$ cat src/rtl/serial_to_parallel_align.sv
// serial_to_parallel_align: deserialises a 1-bit lane MSB first and locks onto COMMA-delimited byte boundaries
// Ports:
//   clk       - one serial bit sampled per rising edge
//   reset     - asynchronous, active-low
//   data_in   - serial bit stream, MSB of each byte first
//   data_out  - last payload byte, held between strobes
//   valid_out - one-cycle strobe marking a new payload byte on data_out
//   active    - high while lock is held
module serial_to_parallel_align #(
    parameter logic [7:0]  COMMA      = 8'hBC,
    parameter int unsigned LOCK_COUNT = 4
) (
    input  logic       clk,
    input  logic       reset,
    input  logic       data_in,
    output logic [7:0] data_out,
    output logic       valid_out,
    output logic       active
);
    typedef enum logic [1:0] {HUNT, ALIGN, ACTIVE} state_t;
    localparam logic [3:0] LOCK = 4'(LOCK_COUNT);
    state_t     state;
    logic [7:0] shift;
    logic [2:0] bit_cnt;
    logic [3:0] comma_cnt;
    logic [7:0] win;
    logic       is_comma;
    logic       boundary;
    assign win      = {shift[6:0], data_in};
    assign is_comma = win == COMMA;
    assign boundary = bit_cnt == 3'd7;
    always_ff @(posedge clk or negedge reset) begin
        if (!reset) begin
            state     <= HUNT;
            shift     <= 8'h00;
            bit_cnt   <= 3'd0;
            comma_cnt <= 4'd0;
            data_out  <= 8'h00;
            valid_out <= 1'b0;
            active    <= 1'b0;
        end else begin
            shift     <= win;
            valid_out <= 1'b0;
            case (state)
                HUNT: begin
                    // bit-granular search; a hit defines the byte boundary
                    if (is_comma) begin
                        bit_cnt   <= 3'd0;
                        comma_cnt <= 4'd1;
                        state     <= LOCK == 4'd1 ? ACTIVE : ALIGN;
                        active    <= LOCK == 4'd1;
                    end
                end
                ALIGN: begin
                    bit_cnt <= bit_cnt + 3'd1;
                    if (boundary) begin
                        if (is_comma) begin
                            comma_cnt <= comma_cnt == 4'hF ? comma_cnt : comma_cnt + 4'd1;
                            if (comma_cnt + 4'd1 == LOCK) begin
                                state  <= ACTIVE;
                                active <= 1'b1;
                            end
                        end else begin
                            state     <= HUNT;
                            comma_cnt <= 4'd0;
                        end
                    end
                end
                ACTIVE: begin
                    // commas are idle fill; lock is only lost through reset
                    bit_cnt <= bit_cnt + 3'd1;
                    if (boundary && !is_comma) begin
                        data_out  <= win;
                        valid_out <= 1'b1;
                    end
                end
                default: state <= HUNT;
            endcase
        end
    end
endmodule

$ cat config.mk
export PLATFORM = sky130hd
export DESIGN_NAME = serial_to_parallel_align
export DESIGN_NICKNAME = d
export VERILOG_FILES = /design/src/rtl/serial_to_parallel_align.sv
export SDC_FILE = /design/constraint.sdc
export NUM_CORES = 1
export LEC_CHECK = 0
export ABC_AREA = 1
export CAP_MARGIN = 20
export CORE_UTILIZATION = 50
export CTS_BUF_LIST = sky130_fd_sc_hd__clkbuf_16
export DETAILED_ROUTE_END_ITERATION = 6
export PLACE_DENSITY = 0.7
export SYNTH_ARGS = -nofsm -noshare
export SYNTH_HDL_FRONTEND = slang
export SYNTH_SLANG_ARGS = --single-unit
$ cat constraint.sdc
create_clock -name clk -period 4.25 [get_ports clk]
set_input_delay 0.85 -clock clk [delete_from_list [all_inputs] [get_ports clk]]
set_output_delay 0.85 -clock clk [all_outputs]
set_load 0.01 [all_outputs]
**Selected gate families**

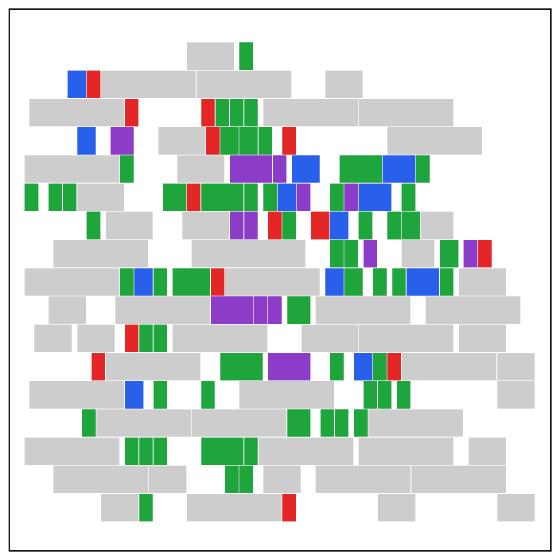
| color | family | cells | most used |
|---|---|---|---|
| blue | inverting AOI/OAI gates | 12 | o21ai_1 |
| green | NAND gates | 58 | nand2_1 |
| purple | NOR gates | 13 | nor2_1 |
| red | inverters | 14 | inv_1 |

**Where the registers sit**

Bar = 20 um. Other sequential cells in the stronger gray, the rest of the logic in the fainter gray.
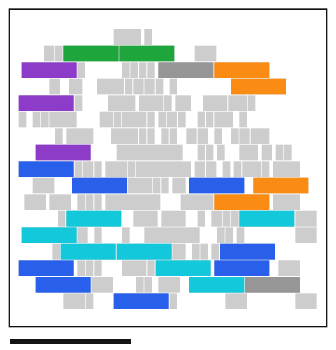
| color | name in the netlist | flops |
|---|---|---|
| orange | `comma_cnt` | 4 |
| green | `state` | 2 |
| blue | `data_out` | 8 |
| purple | `bit_cnt` | 3 |
| cyan | `shift` | 7 |
not colored: 2
Final Util: 66.5%
P_seq: 294 uW
flop share of the area: 43.0%
Seq. cell area: 651 um2

==> flow_summary.json <==
{
  "status": "complete, no violations",
  "start_kind": "input port",
  "setup-tns-final_ns": 0,
  "rsz0062_at_grt": "no",
  "die_height_um": 52.1,
  "cts_hold_buffers": 0,
  "yosys_cells": 135,
  "powerDensity_nw_per_um2": 495,
  "timing.max_cap.violations": 0,
  "drtIter0Drc": 13,
  "post_synth_num_cell_types": 22,
  "die-area_um2": 2710,
  "fin_worst_skew_ns": 0.00231,
  "layout_top_cells": "45 x sky130_fd_sc_hd__nand2_1, 26 x sky130_fd_sc_hd__dfrtp_1, 12 x sky130_fd_sc_hd__clkdlybuf4s50_1, 10 x sky130_fd_sc_hd__inv_1, 9 x sky130_fd_sc_hd__nor2_1",
  "h-tree-depth": 1,
  "maxSlewHeadroom_pct": 57.9,
  "post_cts_resize_count": 0,
  "layout_min_cycle_time_ns": 2.03,
  "synthesis.area_per_instance_um2": 9.28,
  "initial_utilization_pct": 55.0,
  "first_global_vias": 894,
  "irDropWorstVdd_mv": 0.332,
  "postSynthNetCount": 146,
  "grt_most_used_layer": "met2",
  "clkLatencyLatePin_ns": 0.26,
  "finalNetCount": 162,
  "max_clock_freq_mhz": 492,
  "layout_top_cell": "sky130_fd_sc_hd__nand2_1",
  "worst_slew_pin_slew_ns": 0.630,
  "cts_root_buffer": "sky130_fd_sc_hd__clkbuf_16",
  "worst-endpoint-arrival_ns": 2.23,
  "drive_gt1_share_pct": 15.3,
  "cts.clk_slew.worst_paths_ns": 0.06,
  "final.period_utilization_pct": 47.8,
  "detailedRoute.firstPassIterationCount": 4,
  "synth-seq-cells": 26,
  "timing.critical_path.slowest_cell_delay_ns": 0.48,
  "worst_path_max_delay_cell": "sky130_fd_sc_hd__clkdlybuf4s50_1",
  "ys_seq_share_pct": 51.9,
  "crit_fanout": 12,
  "postCtsSetupBuffers": 0,
  "global_route.usage.met1_pct": 25.3,
  "place.gp.congestion": 0.801,
  "cts-buffers-inserted": 3,
  "tritoncts": "yes",
  "grt_start_max_net_pins": 16,
  "synth-warning-count": 0,
  "critPathRequiredTime_ns": 4.45,
  "final-setup-viol-count": 0,
  "met3_use_gr_pct": 3.51,
  "pin_count": 13,
  "crit_path_frequent_cell": "sky130_fd_sc_hd__nand2_1",
  "antenna_left": 0,
  "cts-root-to-sink-buffers": 2,
  "syn_area_um2": 1250,
  "cts_num_sinks": 26,
  "netlist_instances": 135,
  "ys_area_um2": 1250,
  "warnings": 30,
  "critical_path.cell_chain": "clkdlybuf4s50_1, inv_1, nand2_1, nor2_4, nand2_4, nand3_2, inv_2, nand2_1, nand2_1",
  "critPathKind": "in -> reg",
  "drc": 0,
  "setup.worst_path.end_class": "flop",
  "grt.met2_usage_pct": 32.5,
  "area_delta_synth_final_pct": 20.8,
  "timing.final.max_slew_violations": 0,
  "grt_remaining_overflow": 0,
  "core.rowCount": 17,
  "hp-class": "reg -> reg",
  "placeableCoreArea_um2": 2280,
  "portBuffers": 12,
  "wire_length_of_the_first_global_routing_pass_um": 3820,
  "insertedDiodeCount": 0,
  "total_power_uw": 749,
  "dp.final_hpwl_um": 1560,
  "via_per_inst": 5.02,
  "power.static_leakage_nw": 0.756,
  "count_of_final_hold_check_violations": 0,
  "fp.dieW_um": 52.1,
  "antenna_found_initial": 0
}
**Signal wires by layer**

Two of the layers only.
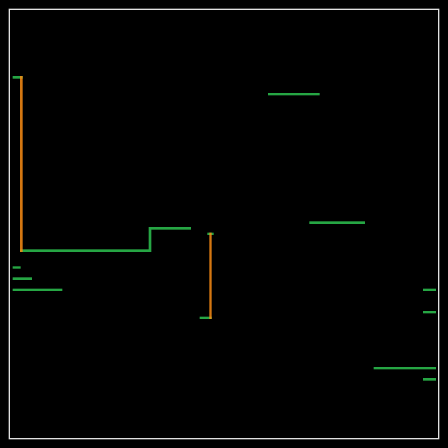
| color | layer | wire length |
|---|---|---|
| green | met3 | 57.5 um |
| orange | met4 | 31.3 um |
total detailed-routing wirelength: 2070 um
total track usage: 19.3%
mean routed wirelength per cell: 11.6 um
overall via count from detail_route: 893

**Drive-strength map**

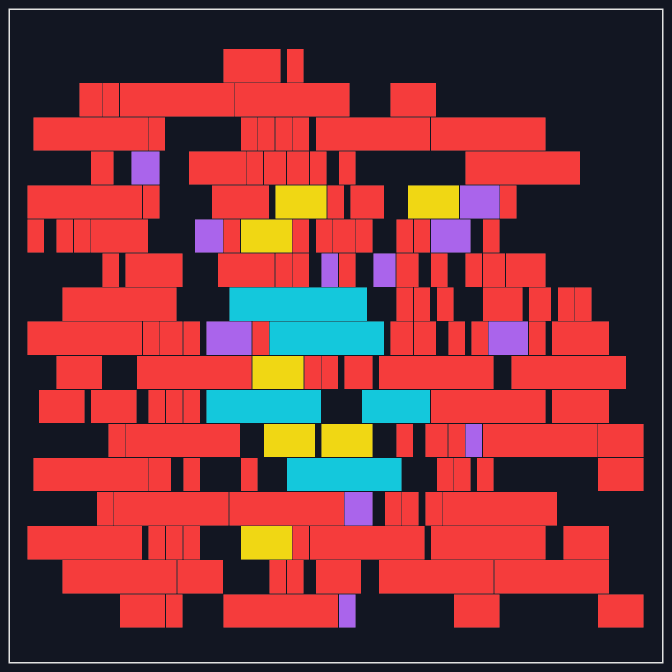
| color | size | cells | share |
|---|---|---|---|
| purple | drive 2 | 11 | 7.3% |
| cyan | drive 6 and up | 5 | 3.3% |
| yellow | drive 3 to 4 | 7 | 4.7% |
| red | drive 1 or less | 127 | 85% |

## path summary, 6_finish.rpt
| kind | from | cells past startpoint | to | slack (ns) |
|---|---|---|---|---|
| max in group asynchronous | reset | 2 | bit_cnt[2] | 2.76 |
| worst min-delay path | shift[0] | 0 | shift[1] | 0.38 |
| worst max-delay path | data_in | 9 | data_out[3] | 2.22 |
| min in group asynchronous | reset | 1 | valid_out | 0.99 |
| worst max register to register | state[1] | 10 | comma_cnt[2] | 2.70 |
| worst min register to register | shift[0] | 0 | shift[1] | 0.38 |
## cell families after synthesis
group / Yosys count / share of synthesized area (%)
adders and majority gates: 8 / 7.99
and+or+nand+nor: 71 / 27.3
DFF: 26 / 51.9
buffers and inverters: 16 / 5.49
AOI/OAI and AO/OA: 12 / 5.89
xor gates and xnor gates: 2 / 1.40
## cells in the mapped netlist, drive strengths merged
cell	number	area share, %
ha	8	8.0
o21ai	8	4.1
dfrtp	26	52
nand2	51	18
inv	13	3.9
nand3	6	2.8
o31ai	1	0.60
xnor2	1	0.70
xor2	1	0.70
clkinv	1	0.40
nor2	13	5.9
buf	2	1.2
nand4	1	0.50
a21oi	3	1.2
## report_power, final
part	internal (mW)	switching, mW	total (mW)
Combinational	0.0638	0.125	0.188
Clock	0.187	0.0795	0.267
Sequential	0.273	0.0208	0.294
## stage by stage
step	setup slack [ns]	hold slack, ns	std cells	instance area, um2	utilization [%]
floorplan	2.59	0.354	135	1250	-
global placement	2.02	0.379	173	1390	61.2
detailed placement	1.96	0.362	174	1410	61.8
CTS	2.21	0.377	178	1510	66.5
global route	2.08	0.380	178	1510	66.5
finish	2.22	0.375	178	1510	66.5
## critical path, delay by kind of cell
kind	cells	cell delay [ns]
buf+inv	3	0.73
simple gates	6	0.65
## flip-flops by register name, summed over array words and instances (netlist names)
register   flops
data_out       8
active         1
bit_cnt        3
shift          7
state          2
valid_out      1
comma_cnt      4
## final cells by class
cell class,instances,area (um2)
flip-flops and latches,26,651
clock buffers,3,75.1
fillers,178,763
inverters,14,53.8
clock inverters,1,30.0
multi-input cells,93,533
well taps,28,35.0
repair buffers,13,135
## layer usage
metal  vias up  part of all wire, %
met5         -                    0
met4         0                  1.5
met3         4                  2.8
met2        14                   48
met1       423                   48
li1        452                    -
No activity file was given, so power comes from the tool's default toggle rates.
